--- src/rtl/cpu_ctrl_pkg.sv ---
`default_nettype none
// ============================================================================
// Module      : cpu_ctrl_pkg
// Description : Opcodes, ALU codes and sequencer state encoding for the RISC
//               CPU hard-wired control unit.
// Revision    : 1.0 - initial release
// ============================================================================
package cpu_ctrl_pkg;

    localparam logic [4:0] OP_BR   = 5'b10010;
    localparam logic [4:0] OP_JR   = 5'b10011;
    localparam logic [4:0] OP_JAL  = 5'b10100;
    localparam logic [4:0] OP_NOP  = 5'b11001;
    localparam logic [4:0] OP_HALT = 5'b11010;

    localparam logic [4:0] ALU_NONE = 5'b00000;
    localparam logic [4:0] ALU_ADD  = 5'b00011;

    typedef enum logic [3:0] {
        RESET  = 4'd0,
        T0     = 4'd1,
        T1     = 4'd2,
        T2     = 4'd3,
        BR_T3  = 4'd4,
        BR_T4  = 4'd5,
        BR_T5  = 4'd6,
        BR_T6  = 4'd7,
        JR_T3  = 4'd8,
        JAL_T3 = 4'd9,
        JAL_T4 = 4'd10,
        HALT   = 4'd11
    } state_t;

endpackage
`default_nettype wire

--- src/rtl/control_sequencer.sv ---
`default_nettype none
// ============================================================================
// Module      : control_sequencer
// Description : Step-counter control unit; fetch (T0-T2) then per-opcode
//               execute steps, driving every DataPath control input.
// Revision    : 1.0 - initial release
// ============================================================================
module control_sequencer #(
    parameter logic [4:0] ALU_ADD = cpu_ctrl_pkg::ALU_ADD
) (
    input  logic       clock,
    input  logic       clear,
    input  logic [4:0] opcode,
    input  logic       con_ff,
    input  logic       mem_wait,
    output logic       PCout,
    output logic       IncPC,
    output logic       MARin,
    output logic       ZLOin,
    output logic       read,
    output logic       RAMenable,
    output logic       MDRin,
    output logic       ZLOout,
    output logic       PCin,
    output logic       MDRout,
    output logic       IRin,
    output logic       Gra,
    output logic       Rout,
    output logic       conin,
    output logic       Yin,
    output logic       Cout,
    output logic       R15in,
    output logic [4:0] aluControl,
    output logic       running,
    output logic       illegal
);
    import cpu_ctrl_pkg::*;

    state_t r_state;
    state_t w_next_state;
    logic   r_illegal;
    logic   w_set_illegal;

    always_comb begin
        w_next_state  = r_state;
        w_set_illegal = 1'b0;
        case (r_state)
            RESET:  w_next_state = T0;
            T0:     w_next_state = T1;
            T1:     w_next_state = mem_wait ? T1 : T2;
            T2: begin
                case (opcode)
                    OP_BR:   w_next_state = BR_T3;
                    OP_JR:   w_next_state = JR_T3;
                    OP_JAL:  w_next_state = JAL_T3;
                    OP_NOP:  w_next_state = T0;
                    OP_HALT: w_next_state = HALT;
                    default: begin
                        w_next_state  = T0;
                        w_set_illegal = 1'b1;
                    end
                endcase
            end
            BR_T3:  w_next_state = BR_T4;
            BR_T4:  w_next_state = BR_T5;
            BR_T5:  w_next_state = BR_T6;
            BR_T6:  w_next_state = T0;
            JR_T3:  w_next_state = T0;
            JAL_T3: w_next_state = JAL_T4;
            JAL_T4: w_next_state = T0;
            HALT:   w_next_state = HALT;
            default: w_next_state = RESET;
        endcase
    end

    always_ff @(posedge clock) begin
        if (clear) begin
            r_state   <= RESET;
            r_illegal <= 1'b0;
        end else begin
            r_state <= w_next_state;
            if (w_set_illegal) begin
                r_illegal <= 1'b1;
            end
        end
    end

    // Moore decode from r_state; only T1 (mem_wait) and BR_T6 (con_ff) look at inputs.
    always_comb begin
        PCout      = 1'b0;
        IncPC      = 1'b0;
        MARin      = 1'b0;
        ZLOin      = 1'b0;
        read       = 1'b0;
        RAMenable  = 1'b0;
        MDRin      = 1'b0;
        ZLOout     = 1'b0;
        PCin       = 1'b0;
        MDRout     = 1'b0;
        IRin       = 1'b0;
        Gra        = 1'b0;
        Rout       = 1'b0;
        conin      = 1'b0;
        Yin        = 1'b0;
        Cout       = 1'b0;
        R15in      = 1'b0;
        aluControl = ALU_NONE;
        case (r_state)
            T0: begin
                PCout = 1'b1;
                MARin = 1'b1;
                IncPC = 1'b1;
                ZLOin = 1'b1;
            end
            T1: begin
                read      = 1'b1;
                RAMenable = 1'b1;
                MDRin     = 1'b1;
                ZLOout    = ~mem_wait;
                PCin      = ~mem_wait;
            end
            T2: begin
                MDRout = 1'b1;
                IRin   = 1'b1;
            end
            BR_T3: begin
                Gra   = 1'b1;
                Rout  = 1'b1;
                conin = 1'b1;
            end
            BR_T4: begin
                PCout = 1'b1;
                Yin   = 1'b1;
            end
            BR_T5: begin
                Cout       = 1'b1;
                aluControl = ALU_ADD;
                ZLOin      = 1'b1;
            end
            BR_T6: begin
                ZLOout = 1'b1;
                PCin   = con_ff;
            end
            JR_T3, JAL_T4: begin
                Gra  = 1'b1;
                Rout = 1'b1;
                PCin = 1'b1;
            end
            JAL_T3: begin
                PCout = 1'b1;
                R15in = 1'b1;
            end
            default: begin
                PCout = 1'b0;
            end
        endcase
    end

    assign running = (r_state != RESET) && (r_state != HALT);
    assign illegal = r_illegal;

endmodule
`default_nettype wire

--- config.mk ---
export PLATFORM = sky130hd
export DESIGN_NAME = control_sequencer
export DESIGN_NICKNAME = d
export VERILOG_FILES = /design/src/rtl/cpu_ctrl_pkg.sv /design/src/rtl/control_sequencer.sv
export SDC_FILE = /design/constraint.sdc
export NUM_CORES = 1
export LEC_CHECK = 0
export CAP_MARGIN = 10
export CELL_PAD_IN_SITES_DETAIL_PLACEMENT = 2
export CELL_PAD_IN_SITES_GLOBAL_PLACEMENT = 2
export CORE_MARGIN = 2
export CORE_UTILIZATION = 21
export DETAILED_ROUTE_END_ITERATION = 10
export MAX_ROUTING_LAYER = met4
export PLACE_DENSITY = 0.93
export SYNTH_ARGS = -nofsm -noshare
export SYNTH_HDL_FRONTEND = slang
export SYNTH_SLANG_ARGS = --single-unit
--- constraint.sdc ---
create_clock -name clock -period 2.35 [get_ports clock]
set_input_delay 0.47 -clock clock [delete_from_list [all_inputs] [get_ports clock]]
set_output_delay 0.47 -clock clock [all_outputs]
set_load 0.02 [all_outputs]
**M1 wires**

(8 px per µm) Supply wires on this layer in gray. Cells faint in the background.
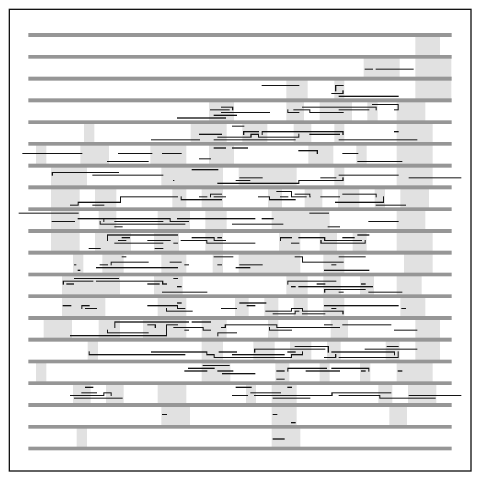
longest straight run: 12.0 µm
wire length on this layer: 784 µm

**Placed cells, one color a class**

(6 px per µm)
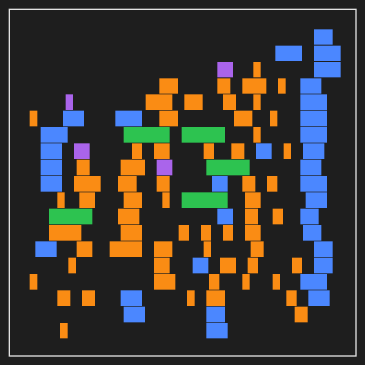
| color | class | cells | share of their area |
|---|---|---|---|
| orange | combinational and other logic | 62 | 47% |
| blue | other buffers and delay cells | 33 | 38% |
| purple | clock drivers and dummy loads | 4 | 3.0% |
| green | flops | 5 | 12% |
area of all placed cells without fillers: 920 µm²
Core Footprint: 2730 µm²
proportion of cell area occupied by registers: 11.2%
share of the core filled with cells in the final layout: 33.6%
total number of placement rows: 19

**Cell density map**

(6 px per µm) 12 x 12 tiles, from dark blue (low) to red (high), 0 to 100% covered.
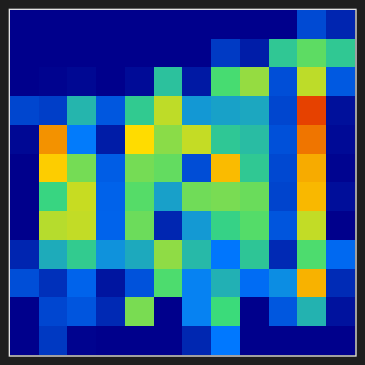
emptiest ninth of the die: upper left
mean over tiles: 27%
nearly empty tiles: 27%
initial core utilization: 22.0%

==> out/writeup.txt <==
The commonest cells after synthesis are 10 x sky130_fd_sc_hd__buf_4, 8 x sky130_fd_sc_hd__nor2_1, 7 x sky130_fd_sc_hd__a21oi_1. The count of plain and timing-repair buffers was 33. With the number of tapcells at 31, the count of H-tree levels built during CTS is 1. The tools report the worst setup slack before clock tree synthesis as -0.0514 ns. 60 cells are multi-input combinational gates. For this design, the CTS-stage hold fixing added 0 buffers. Per the OpenROAD power report, leakage power amounts to 0.498 nW. The clock passes through at most 2 buffers. Across the routed clock network, the largest skew measured is 0.000872 ns.

The cell depth of the worst flop-to-flop path was 4. STA lists the endpoint of the worst register-to-register path as r_state[0]. Of the total synthesized cell area, the portion taken by AND, OR, NAND and NOR gates is 41.4%. The biggest cell delay along the critical path is 0.63 ns, and the setup TNS after final layout is 0 ns. With the average footprint of a synthesized cell at 7.62 µm², the multi-input combinational area share is 44.2%. The main kind of combinational logic by area was simple AND/OR/NAND/NOR gates.

Share of cell area taken by muxes after synthesis: 1.87%. The final wirelength was 1970 µm. The most used flip-flop cell is sky130_fd_sc_hd__dfxtp_1. The design has 5 sequential cells. For this run, the script counts the antenna cells in the layout as 0. By instance count after routing, the leading logic cell types are 13 x sky130_fd_sc_hd__clkdlybuf4s50_1, 10 x sky130_fd_sc_hd__dlymetal6s2s_1, 8 x sky130_fd_sc_hd__nor2_1, 7 x sky130_fd_sc_hd__a21oi_1. With the sum of buffers and inverters on the critical path at 1, the die width is 57.5 µm. The worst setup path is launched from a register. Between the synthesized netlist and the finished layout, the area growth was recorded as 52.8%.

After synthesis, the design contains 79 cells according to Yosys. The mapped netlist covers 602 µm². The gate count of the mapped netlist came out at 79. The post-synth register bit count is 5. The final layout report lists a clock buffer count of 4. Per the GRT congestion report, total overflow comes to 0. The run gives 681 nW/µm² for the power per unit of standard cell area.

The run finished with clean final reports. Number of antenna-violating nets in the routed design: 0. The main area contributors are sky130_fd_sc_hd__dfxtp_1 17%, sky130_fd_sc_hd__buf_4 12%, sky130_fd_sc_hd__nand2b_1 6.2%. The kind of end point of the critical path was a primary output. The first global-routing pass estimated 3450 µm of wire. CTS placed an instance of sky130_fd_sc_hd__clkbuf_4 at the clock tree root. In the Yosys stats the netlist draws on 35 distinct library cells. The synthesized-area fraction occupied by xor and xnor cells works out to 0%. Leaving out buffers and inverters, the combinational logic in the layout accounts for 407 µm². Register cell area after layout: 103 µm².

TritonCTS built the clock tree. The async set-or-reset flop fraction in the synthesized netlist works out to 0%. The area share of and-or/or-and cells after synthesis was 22.5%. Clock-pin slew was measured on the worst setup and hold paths at 0.05 ns.
**Placed standard cells**

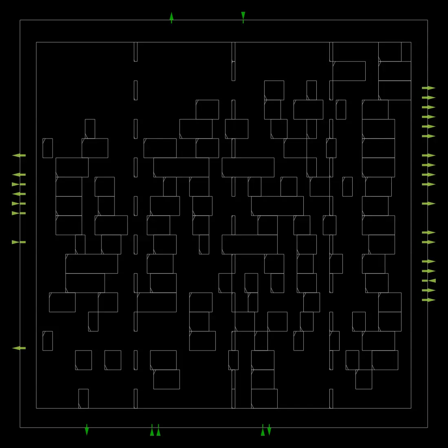
Fillers: 329
Finished Layout Cells: 135

**Port wiring**

(4 px per µm)
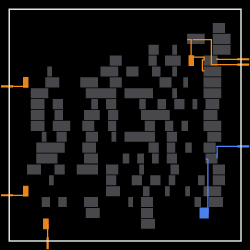
| color | port | direction | edge | end cells | buffers | wire |
|---|---|---|---|---|---|---|
| orange | aluControl | output | 2 right, 2 left, 1 bottom | 4 | 2 | 47.8 µm |
| blue | ZLOout | output | right | 1 | 1 | 22.3 µm |

-- worst max path at each step --
stage                          endpoint  cells past startpoint
final                     aluControl[1]                      3
after global routing      aluControl[1]                      3
after CTS                        MDRout                      3
after detailed placement           PCin                      5
after global placement             PCin                      5
after floorplan                    Rout                      5
-- timing repair --
| item | CTS | global route |
|---|---|---|
| gates resized | 7 | 11 |
| pin swaps | 0 | 0 |
| setup endpoints to repair | 7 | 12 |
-- report_power, final --
part           leakage (nW)  total [mW]  internal [mW]  switching (mW)
Combinational         0.441       0.388          0.181           0.207
Clock                0.0150       0.109         0.0648          0.0443
Sequential           0.0418       0.129          0.101          0.0276
-- sequential cells by signal, summed over array words and instances, names as in the netlist --
name,flops
illegal,1
r_state,4
-- worst register-to-register path, stage by stage (launching register included) --
cell,delay (ns)
sky130_fd_sc_hd__dfxtp_1,0.49
sky130_fd_sc_hd__buf_4,0.23
sky130_fd_sc_hd__and3b_1,0.18
sky130_fd_sc_hd__a221oi_1,0.27
sky130_fd_sc_hd__o32ai_1,0.14
-- routing by layer --
metal  part of all wire [%]  track usage [%]  vias up
met1                     40             15.3      321
li1                       -                -      328
met3                    7.6             3.40        4
met4                    1.8             4.98        0
met5                      0                -        -
met2                     51             23.5       31
-- per-stage QoR --
| step | total power, mW | utilization [%] | hold slack (ns) |
|---|---|---|---|
| global placement | 0.527 | 31.9 | 0.477 |
| detailed placement | 0.543 | 31.9 | 0.492 |
| CTS | 0.647 | 32.7 | 0.499 |
| floorplan | 0.374 | - | 0.536 |
| global route | 0.682 | 33.6 | 0.522 |
| finish | 0.626 | 33.6 | 0.496 |
Power figures rest on the tool's default switching activity, not on a simulated workload.
